===== config.mk =====
export PLATFORM = sky130hd
export DESIGN_NAME = dcache_dma_ctrl
export DESIGN_NICKNAME = d
export VERILOG_FILES = /design/src/rtl/kraken_dma_pkg.sv /design/src/rtl/dcache_dma_ctrl.sv
export SDC_FILE = /design/constraint.sdc
export NUM_CORES = 1
export LEC_CHECK = 0
export ABC_AREA = 1
export CORE_AREA = 2 2 270 272
export DETAILED_ROUTE_END_ITERATION = 12
export DIE_AREA = 0 0 272 274
export PLACE_DENSITY = 0.56
export SYNTH_ARGS = -nofsm -noshare
export SYNTH_HDL_FRONTEND = slang
export SYNTH_SLANG_ARGS = --single-unit

===== constraint.sdc =====
create_clock -name clk -period 2.6 [get_ports clk]
set_clock_uncertainty 0.1 [all_clocks]
set_input_delay 0.52 -clock clk [delete_from_list [all_inputs] [get_ports clk]]
set_output_delay 0.52 -clock clk [all_outputs]
set_load 0.01 [all_outputs]

===== src/rtl/kraken_dma_pkg.sv =====
// Shared types and defaults for the data-cache DMA responder.
package kraken_dma_pkg;

  localparam int unsigned DMA_LINE_WORDS = 16;

  typedef enum logic [1:0] {
    DMA_NONE = 2'b00,
    DMA_RD   = 2'b01,
    DMA_WR   = 2'b10
  } dma_mode_t;

  typedef enum logic [1:0] {
    IDLE,
    READ,
    WRITE,
    DONE
  } dma_state_t;

endpackage


===== src/rtl/dcache_dma_ctrl.sv =====
// Memory-side DMA responder for the data cache: turns one line fill or line
// writeback request into LINE_WORDS word transfers on the memory bus.
module dcache_dma_ctrl
  import kraken_dma_pkg::*;
#(
  parameter int unsigned LINE_WORDS = DMA_LINE_WORDS,
  parameter int unsigned ADDR_W     = 32
) (
  input  logic                       clk,
  input  logic                       rst_n,
  input  logic [1:0]                 dma_mode,
  input  logic [ADDR_W-1:0]          dma_addr,
  input  logic [31:0]                dma_wr_data,
  output logic                       dma_wr_pop,
  output logic [LINE_WORDS-1:0][31:0] dma_data,
  output logic                       dma_done,
  output logic                       dma_busy,
  output logic                       dma_err,
  output logic                       mem_req,
  output logic                       mem_we,
  output logic [ADDR_W-1:0]          mem_addr,
  output logic [31:0]                mem_wdata,
  input  logic                       mem_gnt,
  input  logic                       mem_rvalid,
  input  logic [31:0]                mem_rdata
);

  localparam int unsigned IW = $clog2(LINE_WORDS);
  localparam int unsigned CW = IW + 1;
  localparam logic [CW-1:0]     FULL     = CW'(LINE_WORDS);
  localparam logic [CW-1:0]     LAST     = CW'(LINE_WORDS - 1);
  localparam logic [ADDR_W-1:0] OFF_MASK = ADDR_W'(LINE_WORDS * 4 - 1);

  dma_state_t        state, state_nx;
  logic [ADDR_W-1:0] base;
  logic [CW-1:0]     iss_cnt, rcv_cnt;
  logic              accept;

  assign accept = mem_req & mem_gnt;

  always_ff @(posedge clk or negedge rst_n) begin
    if (!rst_n) state <= IDLE;
    else        state <= state_nx;
  end

  always_comb begin
    state_nx = state;
    case (state)
      IDLE: begin
        if (dma_mode == DMA_RD)      state_nx = READ;
        else if (dma_mode == DMA_WR) state_nx = WRITE;
      end
      READ:    if (mem_rvalid && rcv_cnt == LAST) state_nx = DONE;
      WRITE:   if (accept && iss_cnt == LAST)     state_nx = DONE;
      default: state_nx = IDLE;
    endcase
  end

  // Counters restart every IDLE cycle so a new transaction always begins at word 0.
  always_ff @(posedge clk or negedge rst_n) begin
    if (!rst_n) begin
      base     <= '0;
      iss_cnt  <= '0;
      rcv_cnt  <= '0;
      dma_data <= '0;
    end else begin
      case (state)
        IDLE: begin
          iss_cnt <= '0;
          rcv_cnt <= '0;
          if (dma_mode == DMA_RD || dma_mode == DMA_WR) base <= dma_addr & ~OFF_MASK;
        end
        READ, WRITE: begin
          if (accept) iss_cnt <= iss_cnt + CW'(1);
          if (state == READ && mem_rvalid) begin
            dma_data[rcv_cnt[IW-1:0]] <= mem_rdata;
            rcv_cnt                   <= rcv_cnt + CW'(1);
          end
        end
        default: ;
      endcase
    end
  end

  always_comb begin
    mem_req   = 1'b0;
    mem_we    = 1'b0;
    mem_addr  = '0;
    mem_wdata = '0;
    dma_busy  = 1'b0;
    dma_done  = 1'b0;
    dma_err   = 1'b0;
    case (state)
      IDLE:  dma_err = (dma_mode == 2'b11);
      READ: begin
        dma_busy = 1'b1;
        mem_req  = (iss_cnt < FULL);
      end
      WRITE: begin
        dma_busy  = 1'b1;
        mem_req   = 1'b1;
        mem_we    = 1'b1;
        mem_wdata = dma_wr_data;
      end
      default: dma_done = 1'b1;
    endcase
    if (mem_req) mem_addr = base + ADDR_W'({iss_cnt, 2'b00});
    dma_wr_pop = mem_req & mem_we & mem_gnt;
  end

endmodule

Figure 1. Pin placement (run 1).
Drawn at 1.5 px/um. Pins as bars across the die edge, other pins in grey.
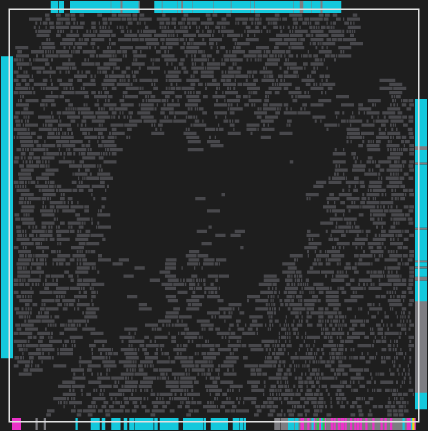
legend:
  cyan:
    port: `dma_data`
    pins: 512
    direction: output
    edge: 173 top, 148 left, 99 right, 92 bottom
  green:
    port: `dma_mode`
    pins: 2
    direction: input
    edge: bottom
  yellow:
    port: `dma_err`
    pins: 1
    direction: output
    edge: bottom
  magenta:
    port: `dma_addr`
    pins: 32
    direction: input
    edge: bottom

Figure 2. Routed metal per tile (run 1).
Drawn at 1.5 px/um. 27 x 27 tiles, from dark blue (low) to red (high), scaled to the fullest tile. Values are wire area over tile area, all layers added.
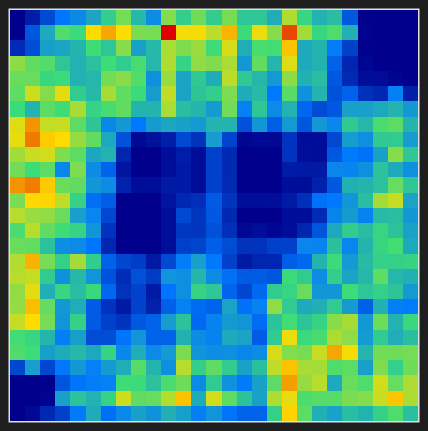
nearly empty tiles: 8.5%
densest ninth of the die: bottom right
emptiest ninth of the die: middle
tiles over half the peak: 26%
fullest tile: 0.52

==> out/results.ini, run 1 <==
[worst_setup_path]
path_common_cell = o21ai_4
cp-startpoint = state[1]
crit_arrival_ns = 2.22
critPathLaunchType = flop
critPathTopFamily = buffers and inverters
r2r_end = state[1]
reg2regPathDepth = 6
crit_required_ns = 1.98
crit_end = mem_addr[13]
endpoint_kind = output pin
r2r_slack_ns = 0.19
cp_slowest_cell = dfrtp_1

[global_routing]
grt_max_degree = 87
grt_pass1_wl_um = 122000
use_met2_pct = 37.4
busiest_layer = met2
antenna_found_initial = 2

[routing]
wl_met3_um = 6060
wire_per_inst_um = 21.6
wl_met1_um = 33700
drtIter0Drc = 1048
top_layer = met4
drt_first_pass_iters = 5
totalWireLength_um = 83700
ant_nets = 0
dr_total_vias = 17900

[power]
clock_power_share_pct = 31.9
power_density_mw_per_mm2 = 854
pwr-share-seq_pct = 37.9
p_comb_share_pct = 30.3
p_sw_share_pct = 31.9
leakage_nw = 14.8
switching_power_mw = 8.78
vdd_ir_drop_max_uv = 582

[final_timing]
layout_setup_ws_ns = -0.239
setup-violations-final = 31
fmax_ghz = 0.352
max_slew_margin_pct = 53.9
hold_violations = 0
rsz0062_at_grt = yes
finalCritPeriodShare_pct = 109

[logic_synthesis]
ys_cells = 2148
ys_area_sq_mm = 0.0211
ys_seq_share_pct = 65.2
syn-instance-count = 2148
syn_avg_cell_area_sq_um = 9.83
syn-cell-area_sq_mm = 0.0211
aoi_share_pct = 13.1
ys_sh_xor_pct = 0.290

[cells_and_area]
nNetsFinal = 2987
drive_gt1_share_pct = 14.1
syn_to_final_growth_pct = 52.6

[run_status]
outcome = finished with violations
violations = setup timing

[cts]
hold_buffers = 1
postCtsSetupBuffers = 11
clkSlewWorstSetupHoldPaths_ns = 0.06
clock_latency_ns = 0.62
cts_resized = 263
clock_path_buffers = 3

[place]
dp_hpwl_um = 59300
globalplace.congestion = 0.942
preCtsSetupSlack_ns = -0.375

[floorplanning]
coreArea_sq_mm = 0.0720
rows = 99
initial_core_util_pct = 29.3
dieArea_sq_mm = 0.0745
die_y_um = 274
dieWidth_um = 272

[hold_path]
min_path_type = primary input to asynchronous set/reset pin

Figure 3. Routing congestion (run 1).
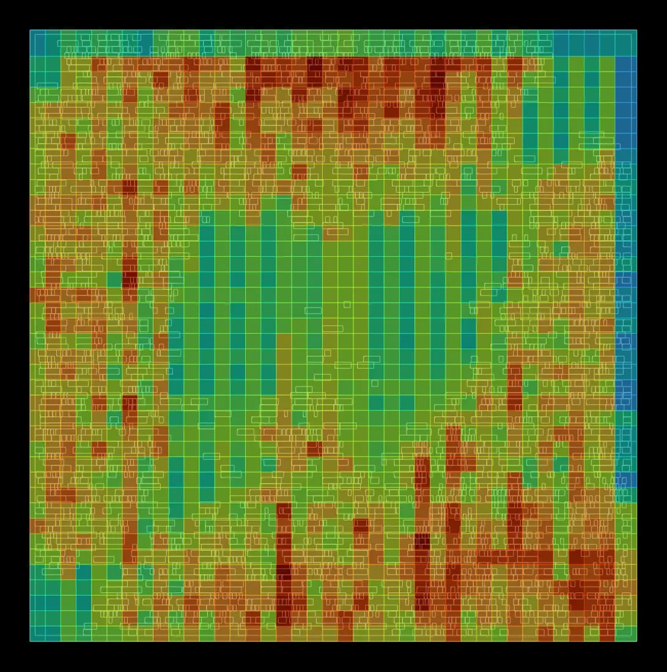
Total GRT Usage: 21.9%
final core occ: 44.8%
routing usage on met1: 26.6%
routing usage on met3: 6.42%

run 1: synthesized netlist by cell type:
library cell    n  area (sq um)
buf_6           1          11.3
inv_1         109           409
clkinv_1        1          3.75
nor3_1          8          40.0
a31oi_1         1          6.26
nand4_2         3          37.5
xnor2_1         5          43.8
conb_1          1          3.75
buf_2          55           275
a21oi_1       404          2020
nand2_1       247           927
o21ai_0       143           716
buf_4           2          15.0
and2_1          1          6.26
nand3_4         1          17.5
ha_1           15           188
mux2_2         15           169
nand3_1        17          85.1
inv_2           2          7.51
a211oi_1        1          7.51
clkbuf_1       87           327
xor2_1          2          17.5
nor2_1        460          1730
dfrtp_1       550         13800
o22ai_1         3          18.8
nand4_1         2          12.5
nor4_4         12           255
run 1: per-stage QoR:
step	area [sq um]	utilization, %	total power [mW]	instances
final	32200	44.8	27.5	3876
after global routing	32200	44.8	28.8	3876
after CTS	31900	44.4	27.1	3868
after detailed placement	29600	41.2	17.9	3747
after global placement	29600	41.2	17.8	3747
after floorplan	21100	-	13.4	2149
run 1: state kept, by name (all words and copies together) (netlist names):
name / flops
dma_data: 512
base: 26
iss_cnt: 5
rcv_cnt: 5
state: 2
run 1: power groups by stage:
stage / combinational (mW) / clock [mW] / sequential (mW)
2_1_floorplan: 2.58 / 0 / 10.8
3_5_place_dp: 7.42 / 0 / 10.5
5_1_grt: 8.92 / 9.33 / 10.5
4_1_cts: 7.76 / 8.97 / 10.4
3_3_place_gp: 7.36 / 0 / 10.5
6_report: 8.32 / 8.76 / 10.4
run 1: layout make-up:
type                    instances  area (sq um)
multi-input cells            1342          6770
flip-flops and latches        550         13800
inverters                     112           433
fillers                      6855         39700
diodes                          1          2.50
repair buffers                804          8000
clock buffers                  86          1740
well taps                     959          1200
clock inverters                22           300
Figure 4. The metal 2 layer (run 1).
Drawn at 1.5 px/um. Cells faint in the background.
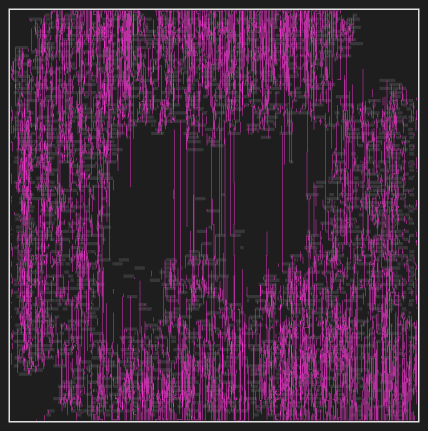

==> inputs of run 2 (changes only) <==
Settings changed: CORE_AREA 2 2 270 272 to 2 2 264 266, DIE_AREA 0 0 272 274 to 0 0 266 268, PLACE_DENSITY 0.56 to 0.58.
Figure 5. The metal 2 layer (run 2).
Drawn at 2 px/um. Cells faint in the background.
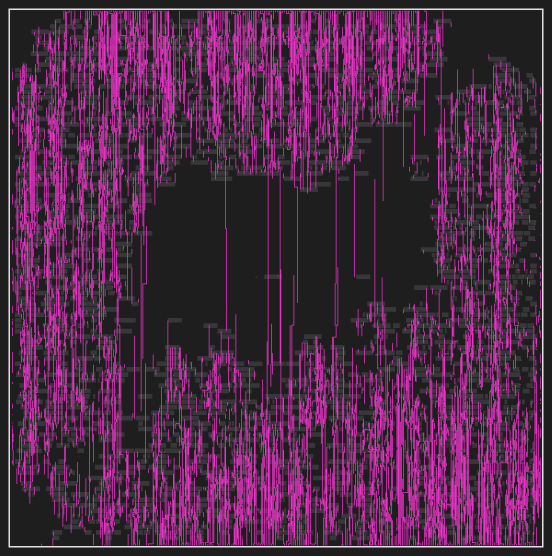
share of all routed wire: 49%
longest straight run: 123 um
wire length on this layer: 40.3 mm
main direction: vertical
nets with wire on the layer: 2,513

Figure 6. Met3 routing (run 2).
Drawn at 2 px/um. Cells faint in the background.
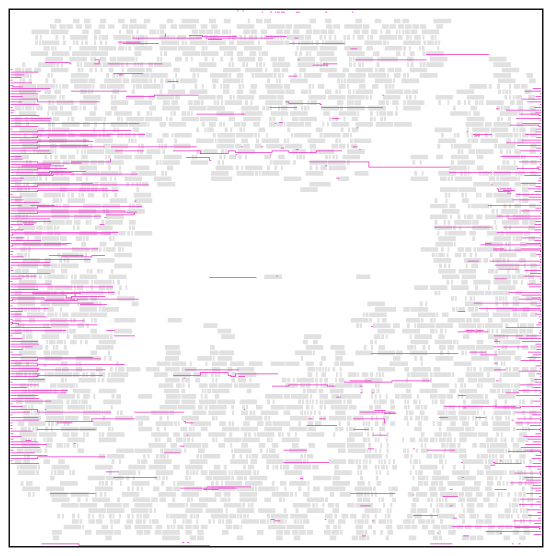
nets with wire on the layer: 391
main direction: horizontal
share of all routed wire: 7.5%

==> out/results.ini, run 2 <==
[run_status]
outcome = finished with violations
violations = setup timing

[logic_synthesis]
synth_top_flop_cell = dfrtp_1
top_cells_by_count = dfrtp_1 (550), nor2_1 (460), a21oi_1 (404)
syn-instance-count = 2148
ys_cells = 2148
synth_cell_types = 27
syn-cell-area_sq_mm = 0.0211
largest_area_cell = dfrtp_1
top_cell_area_share_pct = 65.2
async_flop_share_pct = 100
synth_flops = 550
ys_seq_share_pct = 65.2
synthTopCellsByArea = dfrtp_1 (65%), a21oi_1 (9.6%), nor2_1 (8.2%), nand2_1 (4.4%), o21ai_0 (3.4%)
yosysMostFrequentCell = dfrtp_1
edf_count = 0
ys_area_sq_mm = 0.0211
syn_avg_cell_area_sq_um = 9.83
yosys_warnings = 0

[routing]
wire_per_inst_um = 21.7
wl_met1_um = 33700
drtIter0Drc = 1035
top_layer = met4
totalWireLength_um = 82900
ant_nets = 0
drt_first_pass_iters = 5
dr_wl_met2_um = 40300
route.detailed.drc = 0
via_per_inst = 4.74
wl_met3_um = 6260
dr_total_vias = 18100

[final_timing]
fmax_ghz = 0.352
rsz0062_at_grt = yes
max_slew_margin_pct = 65.2
fin_hold_ws_ns = 0.313
setup-violations-final = 31
finalCritPeriodShare_pct = 109
layout_setup_ws_ns = -0.243
tightest_slew_ns = 0.522
hold_violations = 0
min_period_ns = 2.84
drv_slew = 0
finalSetupTns_ns = -5.64

[worst_setup_path]
rr_startpoint = state[0]
endpoint_kind = output pin
critPathLaunchType = flop
crit_fanout = 3
crit_arrival_ns = 2.22
cp-startpoint = iss_cnt[4]
crit_required_ns = 1.98
crit_type = flop to output pin

[cells_and_area]
syn_to_final_growth_pct = 52.6
largest_register = dma_data
postLayoutCellArea_sq_mm = 0.0322
largest_reg_flops = 512
stdcell_count = 3818
drive_gt1_share_pct = 14.7
comb_area_sq_mm = 0.00671
n_fill_cell = 6442
seqCellArea_sq_mm = 0.0138
final_common_cell = clkdlybuf4s50_1
layout_top_cells = clkdlybuf4s50_1 (606), dfrtp_1 (545), nor2_1 (428)
nNetsFinal = 3004
largestRegisters = dma_data: 512 flops, base: 26 flops

[global_routing]
grt_pass1_wl_um = 121000
grt_pass1_vias = 18000
busiest_layer = met2
use_met2_pct = 38.0
antenna_found_initial = 1
grt_remaining_overflow = 0
grt_max_degree = 65
grtUsageTotal_pct = 22.6
grt_use_met3_pct = 6.63

[floorplanning]
rows = 96
die_y_um = 268
dieArea_sq_mm = 0.0713
initial_core_util_pct = 30.9
coreArea_sq_mm = 0.0682
dieWidth_um = 266
io_pins = 684

[power]
power_density_mw_per_mm2 = 854
vdd_ir_drop_max_uv = 490
power_mw = 27.5
leakage_nw = 14.9

[cts]
cts_tree = built
cts-buffers-inserted = 59
clock_latency_ns = 0.63
clkSlewWorstSetupHoldPaths_ns = 0.06
cts_max_level = 2
cts.sinks = 550
clock_path_buffers = 3
ctsRootBufferMaster = clkbuf_16

[place]
globalplace.congestion = 0.904
placed_cells = 3687
place_area_sq_mm = 0.0297
io_buffers = 675
preCtsSetupSlack_ns = -0.281
dp_hpwl_um = 59400

[flow_run]
drv_cap = 0
openroad.warnings = 41

[hold_path]
min_path_type = primary input to asynchronous set/reset pin

Figure 7. Routing congestion (run 2).
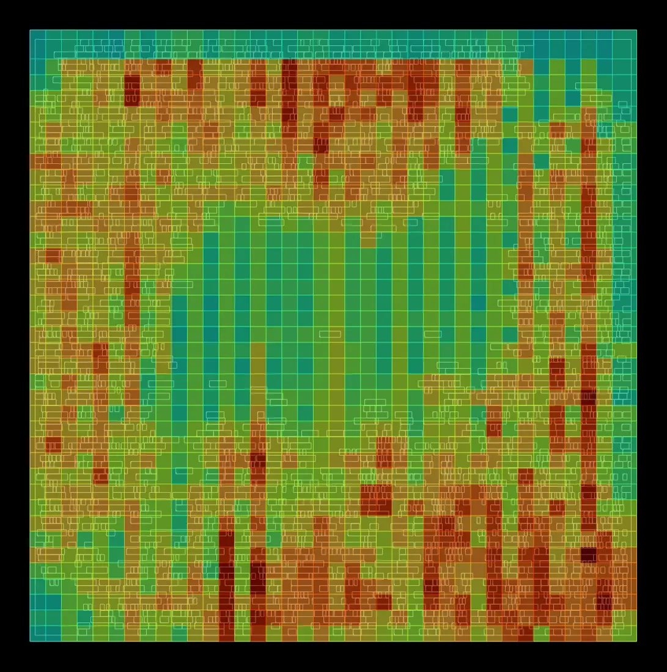
final core occ: 47.2%
routing usage on met1: 28.0%

==> run 2: worst max-delay path, stage by stage, from the launching register on <==
cell and delay, ns:
dfrtp_1 0.39, ha_4 0.18, ha_4 0.15, nand2_4 0.06
nor2_4 0.12, nand2_4 0.09, buf_6 0.15, nor2_4 0.12
nand3_2 0.10, o21ai_4 0.09, nor2_4 0.05, buf_6 0.12
==> run 2: kinds of logic after synthesis <==
logic type,synth area share (%)
mux,0.800
other cells,0.0178
buf+inv,4.97
compound gates,13.1
simple gates,14.7
flops,65.2
fa+ha+maj,0.889
xor+xnor,0.290
==> run 2: path summary, 6_finish.rpt <==
path,end,slack [ns],depth (start not counted)
setup reg to reg,dma_data[84],0.17,10
hold / removal,dma_data[134],0.31,2
min in group clk,dma_data[506],0.38,2
setup / recovery,mem_addr[16],-0.24,11
hold reg to reg,dma_data[506],0.38,2
max in group asynchronous,dma_data[395],1.22,4
==> run 2: area by class of cell <==
class	instances	share of cell area, %
repair buffers	822	25.4
clock buffers	80	5.11
flip-flops and latches	550	42.7
diodes	2	0.0155
well taps	882	3.43
inverters	112	1.36
clock inverters	28	1.10
multi-input cells	1342	20.8
==> run 2: timing repair <==
item / 4_1_cts / 5_1_grt
hold endpoints to repair: 33 / 0
gates cloned: 1 / 3
pin swaps: 22 / 16
endpoints found under the setup margin: 68 / 90
gates resized: 273 / 134
setup buffers: 7 / 11
hold buffers: 1 / 0
==> run 2: report_power, final <==
| group | internal (mW) | switching (mW) | total [mW] |
|---|---|---|---|
| sequential | 9.64 | 0.760 | 10.4 |
| clock | 5.13 | 3.54 | 8.67 |
| combinational | 4.02 | 4.42 | 8.44 |
Power is estimated from default activity; no workload was simulated.
